File: config.mk
export PLATFORM = sky130hd
export DESIGN_NAME = sigmoid
export DESIGN_NICKNAME = d
export VERILOG_FILES = /design/src/rtl/sigmoid.sv
export SDC_FILE = /design/constraint.sdc
export NUM_CORES = 1
export LEC_CHECK = 0
export ABC_AREA = 1
export CAP_MARGIN = 10
export CORE_UTILIZATION = 40
export DETAILED_ROUTE_END_ITERATION = 16
export HOLD_SLACK_MARGIN = 0.05
export PLACE_DENSITY = 0.67
export SYNTH_ARGS = -nofsm -noshare
export SYNTH_HDL_FRONTEND = slang
export SYNTH_SLANG_ARGS = --single-unit
File: constraint.sdc
create_clock -name clk -period 0.9 [get_ports clk]
set_clock_uncertainty 0.1 [all_clocks]
set_input_delay 0.09 -clock clk [delete_from_list [all_inputs] [get_ports clk]]
set_output_delay 0.09 -clock clk [all_outputs]
set_load 0.02 [all_outputs]
File: src/rtl/sigmoid.sv
// sigmoid: Q4.4 signed operand -> Q0.8 logistic activation via a constant lookup table.
// Optional macro SIGMOID_INPUT_REG_EN inserts an input register stage (latency 2 instead of 1).
module sigmoid (
  input  logic       clk,
  input  logic       rst_n,
  input  logic [7:0] zed,
  input  logic       in_valid,
  output logic [7:0] activation,
  output logic       out_valid
);

  // Indexed directly by the raw zed byte, so 0x80..0xFF hold the negative operands.
  localparam logic [7:0] LUT [256] = '{
    8'd128, 8'd132, 8'd136, 8'd140, 8'd144, 8'd148, 8'd152, 8'd156,
    8'd159, 8'd163, 8'd167, 8'd170, 8'd174, 8'd177, 8'd181, 8'd184,
    8'd187, 8'd190, 8'd193, 8'd196, 8'd199, 8'd202, 8'd204, 8'd207,
    8'd209, 8'd212, 8'd214, 8'd216, 8'd218, 8'd220, 8'd222, 8'd224,
    8'd225, 8'd227, 8'd229, 8'd230, 8'd232, 8'd233, 8'd234, 8'd235,
    8'd237, 8'd238, 8'd239, 8'd240, 8'd241, 8'd241, 8'd242, 8'd243,
    8'd244, 8'd245, 8'd245, 8'd246, 8'd246, 8'd247, 8'd248, 8'd248,
    8'd248, 8'd249, 8'd249, 8'd250, 8'd250, 8'd250, 8'd251, 8'd251,
    8'd251, 8'd252, 8'd252, 8'd252, 8'd252, 8'd253, 8'd253, 8'd253,
    8'd253, 8'd253, 8'd254, 8'd254, 8'd254, 8'd254, 8'd254, 8'd254,
    8'd254, 8'd254, 8'd254, 8'd255, 8'd255, 8'd255, 8'd255, 8'd255,
    8'd255, 8'd255, 8'd255, 8'd255, 8'd255, 8'd255, 8'd255, 8'd255,
    8'd255, 8'd255, 8'd255, 8'd255, 8'd255, 8'd255, 8'd255, 8'd255,
    8'd255, 8'd255, 8'd255, 8'd255, 8'd255, 8'd255, 8'd255, 8'd255,
    8'd255, 8'd255, 8'd255, 8'd255, 8'd255, 8'd255, 8'd255, 8'd255,
    8'd255, 8'd255, 8'd255, 8'd255, 8'd255, 8'd255, 8'd255, 8'd255,
    8'd0,   8'd0,   8'd0,   8'd0,   8'd0,   8'd0,   8'd0,   8'd0,
    8'd0,   8'd0,   8'd0,   8'd0,   8'd0,   8'd0,   8'd0,   8'd0,
    8'd0,   8'd0,   8'd0,   8'd0,   8'd0,   8'd0,   8'd0,   8'd0,
    8'd0,   8'd0,   8'd0,   8'd0,   8'd0,   8'd1,   8'd1,   8'd1,
    8'd1,   8'd1,   8'd1,   8'd1,   8'd1,   8'd1,   8'd1,   8'd1,
    8'd1,   8'd1,   8'd1,   8'd1,   8'd1,   8'd1,   8'd2,   8'd2,
    8'd2,   8'd2,   8'd2,   8'd2,   8'd2,   8'd2,   8'd2,   8'd3,
    8'd3,   8'd3,   8'd3,   8'd3,   8'd4,   8'd4,   8'd4,   8'd4,
    8'd5,   8'd5,   8'd5,   8'd6,   8'd6,   8'd6,   8'd7,   8'd7,
    8'd8,   8'd8,   8'd8,   8'd9,   8'd10,  8'd10,  8'd11,  8'd11,
    8'd12,  8'd13,  8'd14,  8'd15,  8'd15,  8'd16,  8'd17,  8'd18,
    8'd19,  8'd21,  8'd22,  8'd23,  8'd24,  8'd26,  8'd27,  8'd29,
    8'd31,  8'd32,  8'd34,  8'd36,  8'd38,  8'd40,  8'd42,  8'd44,
    8'd47,  8'd49,  8'd52,  8'd54,  8'd57,  8'd60,  8'd63,  8'd66,
    8'd69,  8'd72,  8'd75,  8'd79,  8'd82,  8'd86,  8'd89,  8'd93,
    8'd97,  8'd100, 8'd104, 8'd108, 8'd112, 8'd116, 8'd120, 8'd124
  };

  logic [7:0] lookupZed;
  logic       lookupValid;

`ifdef SIGMOID_INPUT_REG_EN
  logic [7:0] zed_q;
  logic       inValid_q;

  always_ff @(posedge clk or negedge rst_n) begin
    if (!rst_n) begin
      zed_q     <= 8'h00;
      inValid_q <= 1'b0;
    end else begin
      zed_q     <= zed;
      inValid_q <= in_valid;
    end
  end

  assign lookupZed   = zed_q;
  assign lookupValid = inValid_q;
`else
  assign lookupZed   = zed;
  assign lookupValid = in_valid;
`endif

  logic [7:0] activation_d, activation_q;
  logic       outValid_d, outValid_q;

  // Idle cycles keep the last result but drop the valid flag.
  always_comb begin
    activation_d = activation_q;
    outValid_d   = lookupValid;
    if (lookupValid) begin
      activation_d = LUT[lookupZed];
    end
  end

  always_ff @(posedge clk or negedge rst_n) begin
    if (!rst_n) begin
      activation_q <= 8'h00;
      outValid_q   <= 1'b0;
    end else begin
      activation_q <= activation_d;
      outValid_q   <= outValid_d;
    end
  end

  assign activation = activation_q;
  assign out_valid  = outValid_q;

endmodule

### Signal wires on met1

Scale: 6 px per um. Supply wires on this layer in gray.
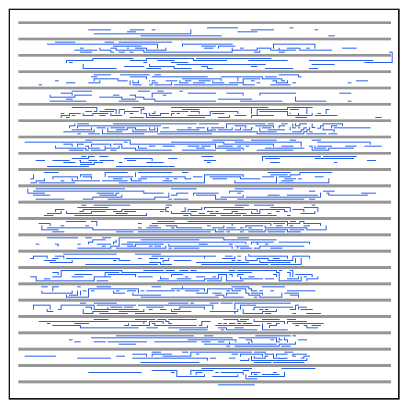
share of all routed wire	42%
wire length on this layer	2710 um
met1 Use GR: 41.20%
drt total wl: 6396 um
vias: 2238

### The metal 2 layer

Scale: 4 px per um. Cells faint in the background.
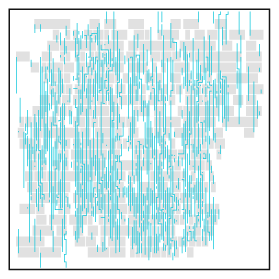
wire length on this layer	2890 um
share of all routed wire	45%
nets with wire on the layer	305

### The metal 3 layer

Scale: 6 px per um.
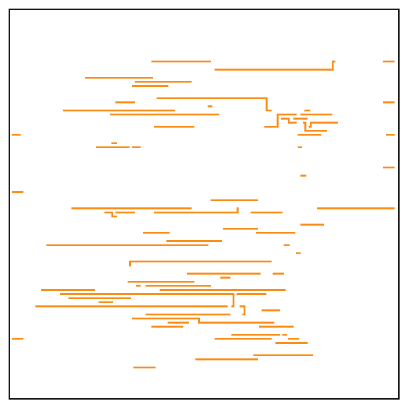
main direction	horizontal
wire length on this layer	569 um
longest straight run	31.7 um

-- registers in the layout, indices dropped and copies added (netlist names) --
| signal | count |
|---|---|
| out_valid | 1 |
| activation | 8 |
-- synthesized netlist by cell type --
library cell,n,area [um2]
a21boi_0,2,15.01
a21oi_1,18,90.09
a21oi_2,2,17.52
a22oi_1,1,7.510
a31oi_1,2,12.51
buf_2,5,25.02
buf_6,6,67.56
buf_8,1,15.01
clkbuf_1,1,3.750
dfrtp_1,9,225.2
ha_1,12,150.1
inv_1,19,71.32
inv_2,4,15.01
inv_4,1,6.260
nand2_1,109,409.1
nand2_4,1,11.26
nand3_1,19,95.09
nand4_1,1,6.260
nor2_1,23,86.33
nor2_2,2,12.51
nor2_4,3,33.78
nor3b_1,1,7.510
nor4_1,1,6.260
o211ai_1,2,15.01
o21a_1,1,7.510
o21ai_0,25,125.1
o21ai_1,5,25.02
o221ai_1,1,8.760
-- cell families after synthesis --
| logic type | after synthesis | synth area share (%) |
|---|---|---|
| AOI/OAI and AO/OA | 59 | 20.62 |
| adders and majority gates | 12 | 9.554 |
| buffers and inverters | 37 | 12.98 |
| DFF | 9 | 14.33 |
| and+or+nand+nor | 160 | 42.52 |
-- final timing paths --
kind	slack [ns]	from	cells after the start	end
max in group asynchronous	0.52	rst_n	2	activation[5]$_DFFE_PN0P_
worst max register to register	-0.09	activation[4]$_DFFE_PN0P_	3	activation[4]$_DFFE_PN0P_
worst max-delay path	-0.51	zed[1]	11	activation[0]$_DFFE_PN0P_
worst min register to register	0.47	activation[2]$_DFFE_PN0P_	2	activation[2]$_DFFE_PN0P_
min in group clk	0.19	in_valid	2	out_valid$_DFF_PN0_
worst min-delay path	0.04	rst_n	2	activation[6]$_DFFE_PN0P_
==> deck_impl_summary.md <==
Physical Implementation Snapshot

Status
  • Status: complete, but fails checks
  • Failing checks: setup timing

CTS
  • CTS H-tree depth: 1
  • Post-CTS sizing: ~140

Final timing
  • Least-Margin Pin Slew: 0.2504 ns
  • Final setup vio count: 16
  • Worst setup margin: -0.5146 ns
  • Final Hold Viols: 0

Final layout
  • Fill count: 310
  • Largest class: multi-input combinational cells
  • Num sequential: 9
  • Most frequent logic cell in the layout: nand2_1
  • Seq/total area: 8.662%
  • Comb area share: roughly 51%
  • Post-route cell area: 2600 um2
  • Comb gate area: roughly 1300 um2
  • Final nets: between 300 and 400

Worst setup path
  • CP peak stage delay: 0.23 ns
  • Cell family contributing the most delay on the critical path: simple AND/OR/NAND/NOR gates
  • Startpoint types: input port
  • Buf/Inv on CP: 2
  • Worst EP arrival: 1.43 ns

Die
  • Die x size: 64.68 um
  • Tap cells: 48
  • Chip area: about 4200 um2
  • Ports: 20
  • Die Span Y: 64.68 um

Placement
  • I/O Buffers: 19

Logic synthesis
  • Synthesized Nets: around 300
  • Yosys chip area: between 1500 and 2000 um2
  • Syn avg cell area: 5.673 um2

Flow run
  • Max_cap viols: 0

Power
  • NetSw: 0.9327 mW
  • P_clk: 0.484 mW
  • Pwr/cell area: 897.2 nW/um2

Drt
  • DRT iter0 DRCs: approximately 220
  • Routed wl met3: 568 um
  • M1 WL: 2705 um
  • Detail Route Antenna Nets: 0

GRT
  • GRT Max-Usage Layer: met2
  • Grt ovf: 0
Power is estimated from default activity; no workload was simulated.
